==> images/congestion_map.png <==
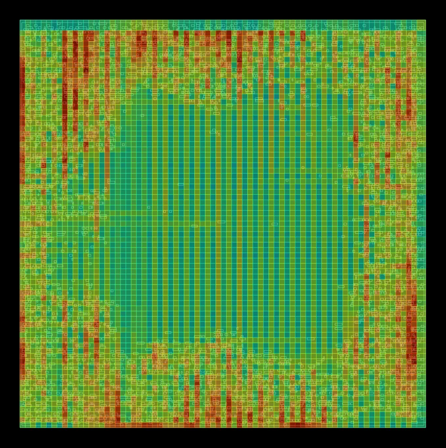
==> images/class_map.png <==
Scale: 1 px per µm. Fill, decap, tap and diode cells in gray.
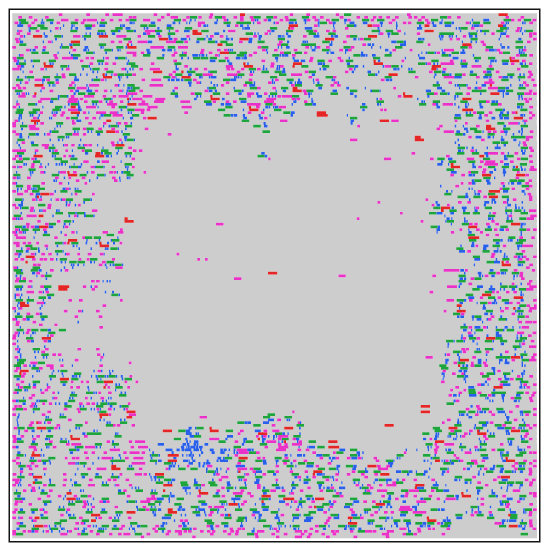
==> images/ff_map.png <==
Scale: 1 px per µm. Other sequential cells in the stronger gray, the rest of the logic in the fainter gray.
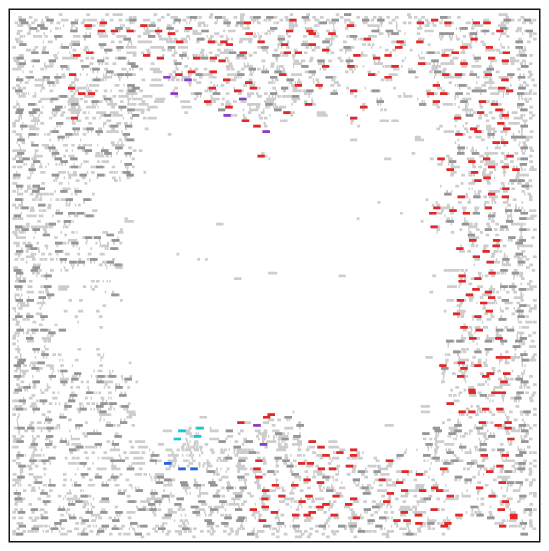
<file path="src/rtl/matrix_pkg.sv">
// Shared op encodings, FSM state codes and helpers for the matrix coprocessor sequencer.
package matrix_pkg;

    localparam int unsigned MAT_DATA_W = 256;
    localparam int unsigned ELEM_W     = 8;
    localparam int unsigned OP_W       = 3;
    localparam int unsigned ST_W       = 3;
    localparam int unsigned LAT_W      = 4;

    localparam logic [OP_W-1:0] OP_ADD        = 3'd0;
    localparam logic [OP_W-1:0] OP_SUB        = 3'd1;
    localparam logic [OP_W-1:0] OP_MUL_SCALAR = 3'd2;
    localparam logic [OP_W-1:0] OP_TRANSPOSE  = 3'd3;
    localparam logic [OP_W-1:0] OP_NEGATE     = 3'd4;
    localparam logic [OP_W-1:0] OP_MATMUL     = 3'd5;

    localparam logic [ST_W-1:0] ST_IDLE  = 3'd0;
    localparam logic [ST_W-1:0] ST_RD_A  = 3'd1;
    localparam logic [ST_W-1:0] ST_RD_B  = 3'd2;
    localparam logic [ST_W-1:0] ST_EXEC  = 3'd3;
    localparam logic [ST_W-1:0] ST_WRITE = 3'd4;
    localparam logic [ST_W-1:0] ST_DONE  = 3'd5;
    localparam logic [ST_W-1:0] ST_ERR   = 3'd6;

    // Ops that only consume operand A (no second RAM fetch).
    function automatic logic is_unary(input logic [OP_W-1:0] op);
        return (op == OP_TRANSPOSE) || (op == OP_NEGATE);
    endfunction

    // Encodings 6 and 7 are reserved.
    function automatic logic is_legal(input logic [OP_W-1:0] op);
        return (op <= OP_MATMUL);
    endfunction

endpackage

</file>
<file path="src/rtl/seq_lat_counter.sv">
// Loadable 4-bit down-counter with a zero flag; times RAM read waits and ALU settle.
module seq_lat_counter
    import matrix_pkg::*;
(
    input  logic             clk,
    input  logic             rst,
    input  logic             load,
    input  logic [LAT_W-1:0] load_val,
    input  logic             dec,
    output logic             zero_c
);

    logic [LAT_W-1:0] count;

    // Load has priority; decrement stops at zero.
    always_ff @(posedge clk) begin
        if (rst) begin
            count <= '0;
        end else if (load) begin
            count <= load_val;
        end else if (dec && (count != '0)) begin
            count <= count - LAT_W'(1);
        end
    end

    assign zero_c = (count == '0);

endmodule

</file>
<file path="src/rtl/matrix_op_sequencer.sv">
// Command-driven sequencer: fetch A (and B/scalar), run the matrix ALU, write back.
// Optional performance counters are enabled with `define SEQ_PERF_CNT_EN.
module matrix_op_sequencer
    import matrix_pkg::*;
#(
    parameter int unsigned ADDR_W     = 8,
    parameter int unsigned DATA_W     = MAT_DATA_W,
    parameter int unsigned RAM_RD_LAT = 1,
    parameter int unsigned ALU_LAT    = 2
) (
    input  logic              clk,
    input  logic              rst,
    input  logic              cmd_valid,
    output logic              cmd_ready,
    input  logic [2:0]        cmd_op,
    input  logic [ADDR_W-1:0] cmd_addr_a,
    input  logic [ADDR_W-1:0] cmd_addr_b,
    input  logic [ADDR_W-1:0] cmd_addr_d,
    output logic [ADDR_W-1:0] ram_addr,
    output logic              ram_we,
    output logic [DATA_W-1:0] ram_wdata,
    input  logic [DATA_W-1:0] ram_rdata,
    output logic [2:0]        alu_op,
    output logic [DATA_W-1:0] alu_a,
    output logic [DATA_W-1:0] alu_b,
    output logic [7:0]        alu_scalar,
    input  logic [DATA_W-1:0] alu_result,
    output logic              busy,
    output logic              done,
    output logic              err
`ifdef SEQ_PERF_CNT_EN
    ,
    output logic [15:0]       perf_ops,
    output logic [7:0]        perf_last_cyc
`endif
);

    localparam logic [LAT_W-1:0] RD_LAT_LD  = LAT_W'(RAM_RD_LAT);
    localparam logic [LAT_W-1:0] ALU_LAT_LD = LAT_W'(ALU_LAT);

    logic [ST_W-1:0]   state, state_d;
    logic [OP_W-1:0]   op_q, op_d;
    logic [ADDR_W-1:0] addr_b_q, addr_b_d;
    logic [ADDR_W-1:0] addr_d_q, addr_d_d;

    logic [ADDR_W-1:0] ram_addr_d;
    logic              ram_we_d;
    logic [DATA_W-1:0] ram_wdata_d;
    logic [2:0]        alu_op_d;
    logic [DATA_W-1:0] alu_a_d;
    logic [DATA_W-1:0] alu_b_d;
    logic [7:0]        alu_scalar_d;
    logic              done_d;
    logic              err_d;

    logic              cnt_load;
    logic [LAT_W-1:0]  cnt_val;
    logic              cnt_dec;
    logic              cnt_zero_c;

    seq_lat_counter u_lat_cnt (
        .clk      (clk),
        .rst      (rst),
        .load     (cnt_load),
        .load_val (cnt_val),
        .dec      (cnt_dec),
        .zero_c   (cnt_zero_c)
    );

    // Next-state and next-output decode; every register holds unless a state updates it.
    always_comb begin
        state_d      = state;
        op_d         = op_q;
        addr_b_d     = addr_b_q;
        addr_d_d     = addr_d_q;
        ram_addr_d   = ram_addr;
        ram_we_d     = 1'b0;
        ram_wdata_d  = ram_wdata;
        alu_op_d     = alu_op;
        alu_a_d      = alu_a;
        alu_b_d      = alu_b;
        alu_scalar_d = alu_scalar;
        done_d       = 1'b0;
        err_d        = 1'b0;
        cnt_load     = 1'b0;
        cnt_val      = '0;
        cnt_dec      = 1'b0;

        case (state)
            ST_IDLE: begin
                if (cmd_valid && cmd_ready) begin
                    op_d     = cmd_op;
                    addr_b_d = cmd_addr_b;
                    addr_d_d = cmd_addr_d;
                    if (is_legal(cmd_op)) begin
                        state_d      = ST_RD_A;
                        ram_addr_d   = cmd_addr_a;
                        alu_b_d      = '0;
                        alu_scalar_d = '0;
                        cnt_load     = 1'b1;
                        cnt_val      = RD_LAT_LD;
                    end else begin
                        state_d = ST_ERR;
                        err_d   = 1'b1;
                    end
                end
            end
            ST_RD_A: begin
                if (cnt_zero_c) begin
                    alu_a_d = ram_rdata;
                    if (is_unary(op_q)) begin
                        state_d  = ST_EXEC;
                        alu_op_d = op_q;
                        cnt_load = 1'b1;
                        cnt_val  = ALU_LAT_LD;
                    end else begin
                        state_d    = ST_RD_B;
                        ram_addr_d = addr_b_q;
                        cnt_load   = 1'b1;
                        cnt_val    = RD_LAT_LD;
                    end
                end else begin
                    cnt_dec = 1'b1;
                end
            end
            ST_RD_B: begin
                if (cnt_zero_c) begin
                    if (op_q == OP_MUL_SCALAR) begin
                        alu_scalar_d = ram_rdata[ELEM_W-1:0];
                    end else begin
                        alu_b_d = ram_rdata;
                    end
                    state_d  = ST_EXEC;
                    alu_op_d = op_q;
                    cnt_load = 1'b1;
                    cnt_val  = ALU_LAT_LD;
                end else begin
                    cnt_dec = 1'b1;
                end
            end
            ST_EXEC: begin
                if (cnt_zero_c) begin
                    ram_wdata_d = alu_result;
                    ram_addr_d  = addr_d_q;
                    ram_we_d    = 1'b1;
                    state_d     = ST_WRITE;
                end else begin
                    cnt_dec = 1'b1;
                end
            end
            ST_WRITE: begin
                state_d = ST_DONE;
                done_d  = 1'b1;
            end
            ST_DONE: begin
                state_d = ST_IDLE;
            end
            ST_ERR: begin
                state_d = ST_IDLE;
            end
            default: begin
                state_d = ST_IDLE;
            end
        endcase
    end

    // State and registered outputs; reset aborts any sequence with write enable low.
    always_ff @(posedge clk) begin
        if (rst) begin
            state      <= ST_IDLE;
            op_q       <= '0;
            addr_b_q   <= '0;
            addr_d_q   <= '0;
            cmd_ready  <= 1'b1;
            busy       <= 1'b0;
            done       <= 1'b0;
            err        <= 1'b0;
            ram_addr   <= '0;
            ram_we     <= 1'b0;
            ram_wdata  <= '0;
            alu_op     <= '0;
            alu_a      <= '0;
            alu_b      <= '0;
            alu_scalar <= '0;
        end else begin
            state      <= state_d;
            op_q       <= op_d;
            addr_b_q   <= addr_b_d;
            addr_d_q   <= addr_d_d;
            cmd_ready  <= (state_d == ST_IDLE);
            busy       <= (state_d != ST_IDLE);
            done       <= done_d;
            err        <= err_d;
            ram_addr   <= ram_addr_d;
            ram_we     <= ram_we_d;
            ram_wdata  <= ram_wdata_d;
            alu_op     <= alu_op_d;
            alu_a      <= alu_a_d;
            alu_b      <= alu_b_d;
            alu_scalar <= alu_scalar_d;
        end
    end

`ifdef SEQ_PERF_CNT_EN
    logic [7:0] run_cyc;

    // Completed-op count and accept-to-done cycle count of the most recent op.
    always_ff @(posedge clk) begin
        if (rst) begin
            perf_ops      <= '0;
            perf_last_cyc <= '0;
            run_cyc       <= '0;
        end else begin
            if (state == ST_IDLE) begin
                run_cyc <= '0;
            end else if (run_cyc != 8'hFF) begin
                run_cyc <= run_cyc + 8'd1;
            end
            if (done_d) begin
                perf_ops      <= perf_ops + 16'd1;
                perf_last_cyc <= (run_cyc == 8'hFF) ? 8'hFF : run_cyc + 8'd1;
            end
        end
    end
`endif

endmodule

</file>
<file path="config.mk">
export PLATFORM = sky130hd
export DESIGN_NAME = matrix_op_sequencer
export DESIGN_NICKNAME = d
export VERILOG_FILES = /design/src/rtl/matrix_pkg.sv /design/src/rtl/seq_lat_counter.sv /design/src/rtl/matrix_op_sequencer.sv
export SDC_FILE = /design/constraint.sdc
export NUM_CORES = 2
export LEC_CHECK = 0
export CAP_MARGIN = 25
export CORE_AREA = 2 2 527 529
export DETAILED_ROUTE_END_ITERATION = 12
export DIE_AREA = 0 0 529 531
export PLACE_DENSITY = 0.3
export SLEW_MARGIN = 10
export SYNTH_ARGS = -nofsm -noshare
export SYNTH_HDL_FRONTEND = slang
export SYNTH_SLANG_ARGS = --single-unit
export TNS_END_PERCENT = 30
</file>
<file path="constraint.sdc">
create_clock -name clk -period 4.9 [get_ports clk]
set_clock_uncertainty 0.15 [all_clocks]
set_input_delay 0.735 -clock clk [delete_from_list [all_inputs] [get_ports clk]]
set_output_delay 0.735 -clock clk [all_outputs]
set_load 0.1 [all_outputs]
</file>
==> qor.csv <==
stage,metric,value,unit
status,run_status,finished clean,
placed_design,dp.cells,8417,
final_layout,nNonClkBuffers,1488,
clock_network,post_cts.resized_instances,0,
placed_design,dpl_cell_area,50000,µm²
route,drc,0,
floorplanning,die_h,531,µm
final_timing,fmax,0.294,GHz
final_timing,count_of_endpoints_failing_setup_in_the_final_report,0,
yosys,yosys-stat-cells,3597,
hold_path,hold_depth,2,
hold_path,worst_hold_path.endpoint,alu_a[31]$_SDFFE_PP0P_,
power_and_ir_drop,comb_power,12.8,mW
route,route.met3.wl,21.2,mm
yosys,simple_gate_area_share,23.0,%
route,drt.antenna.violating_nets,0,
final_timing,final_critical_path_required_period,3.40,ns
final_layout,insertedDiodeCount,28,
power_and_ir_drop,clock_power_share,29.1,%
route,detail_route.wirelength,193,mm
final_timing,drv_slew,0,
power_and_ir_drop,power_density_cells,543,nW/µm²
floorplanning,initial_cell_density_of_the_core,11.1,%
critical_path,worst_r2r_path_depth,7,
floorplanning,num_tap_cells,3607,
route,first_iter_violations,1088,
power_and_ir_drop,power.share.sequential,27.2,%
yosys,synth_chip_area,30500,µm²
clock_network,clkTransAtPathRegs,0.06,ns
yosys,syn_avg_cell_area,8.47,µm²
yosys,syn-num-nets,4140,
floorplanning,area_of_the_die,281000,µm²
critical_path,critical_path.slowest_cell,sky130_fd_sc_hd__clkdlybuf4s50_1,
yosys,post_synth_fa_ha_maj_area_fraction,0.0411,%
clock_network,hold_fix_buffers_at_cts,0,
final_layout,combAreaFraction,23.8,%
critical_path,crit_path_end,alu_b[81],
global_route,grt.overflow.total,0,
floorplanning,core-area,275000,µm²
critical_path,crit_type,register to output port,
global_route,use_met3,6.60,%
clock_network,cts.sink_count,818,
critical_path,cell_breakdown_of_the_critical_path,clkdlybuf4s50_1,
final_layout,layout.comb_gates.multi_input,2502,
yosys,syn-instance-count,3597,
route,dr.max_layer_used,met5,
clock_network,cts.root.buffer_cell,sky130_fd_sc_hd__clkbuf_16,
yosys,postSynth.asyncResetShare,0,%
critical_path,critical_path.startpoint,alu_b[81]$_SDFFE_PP0P_,
critical_path,worst_ep_arrival_time,2.52,ns
final_layout,post_route_cells_drive_above_1_share,8.47,%
power_and_ir_drop,static-leakage-power,18.9,nW
hold_path,worstHoldPathType,primary input to register,
global_route,first_pass_grt_wire_length,259,mm
global_route,via_count_of_the_first_global_routing_pass,30500,
critical_path,path_depth,1,
route,vias_per_cell,3.44,
route,firstDrtPassIters,5,
flow_run,maxCapViolCount,0,
route,route.met2.wl,92.4,mm
final_layout,layout_top_registers,"alu_a (256), alu_b (256), ram_wdata (256)",
yosys,post_synthesis_cell_area,30500,µm²
final_layout,non_clock_inverter_count,4,
critical_path,reg2reg_slack,1.70,ns
clock_network,postCtsSetupBuffers,0,
yosys,netlist.area_leader.share,53.7,%
Notes on congestion_map.png above:
core occupancy in the finished layout: 19.5%
most used routing layer: met2
met1 track demand over resource: 13.9%
drt wl/cell: 22.3 µm
M2 GR Usage: 22.5%

Notes on class_map.png above:
| color | class | cells |
|---|---|---|
| green | registers | 818 |
| blue | remaining logic cells | 2506 |
| magenta | remaining buffers and delay cells | 1488 |
| red | clock drivers and dummy loads | 203 |
Layout Cell Area excl Fill: 53800 µm²
Site Rows: 193

Notes on ff_map.png above:
| color | name in the netlist | sequential cells |
|---|---|---|
| red | alu_b | 256 |
| cyan | u_lat_cnt.count | 4 |
| purple | alu_scalar | 8 |
| blue | state | 3 |
not colored: 547
sequential share of cell area: 30.4%
total sequential power: 7.94 mW
Sequential cell area: 16400 µm²

No activity file was given, so power comes from the tool's default toggle rates.
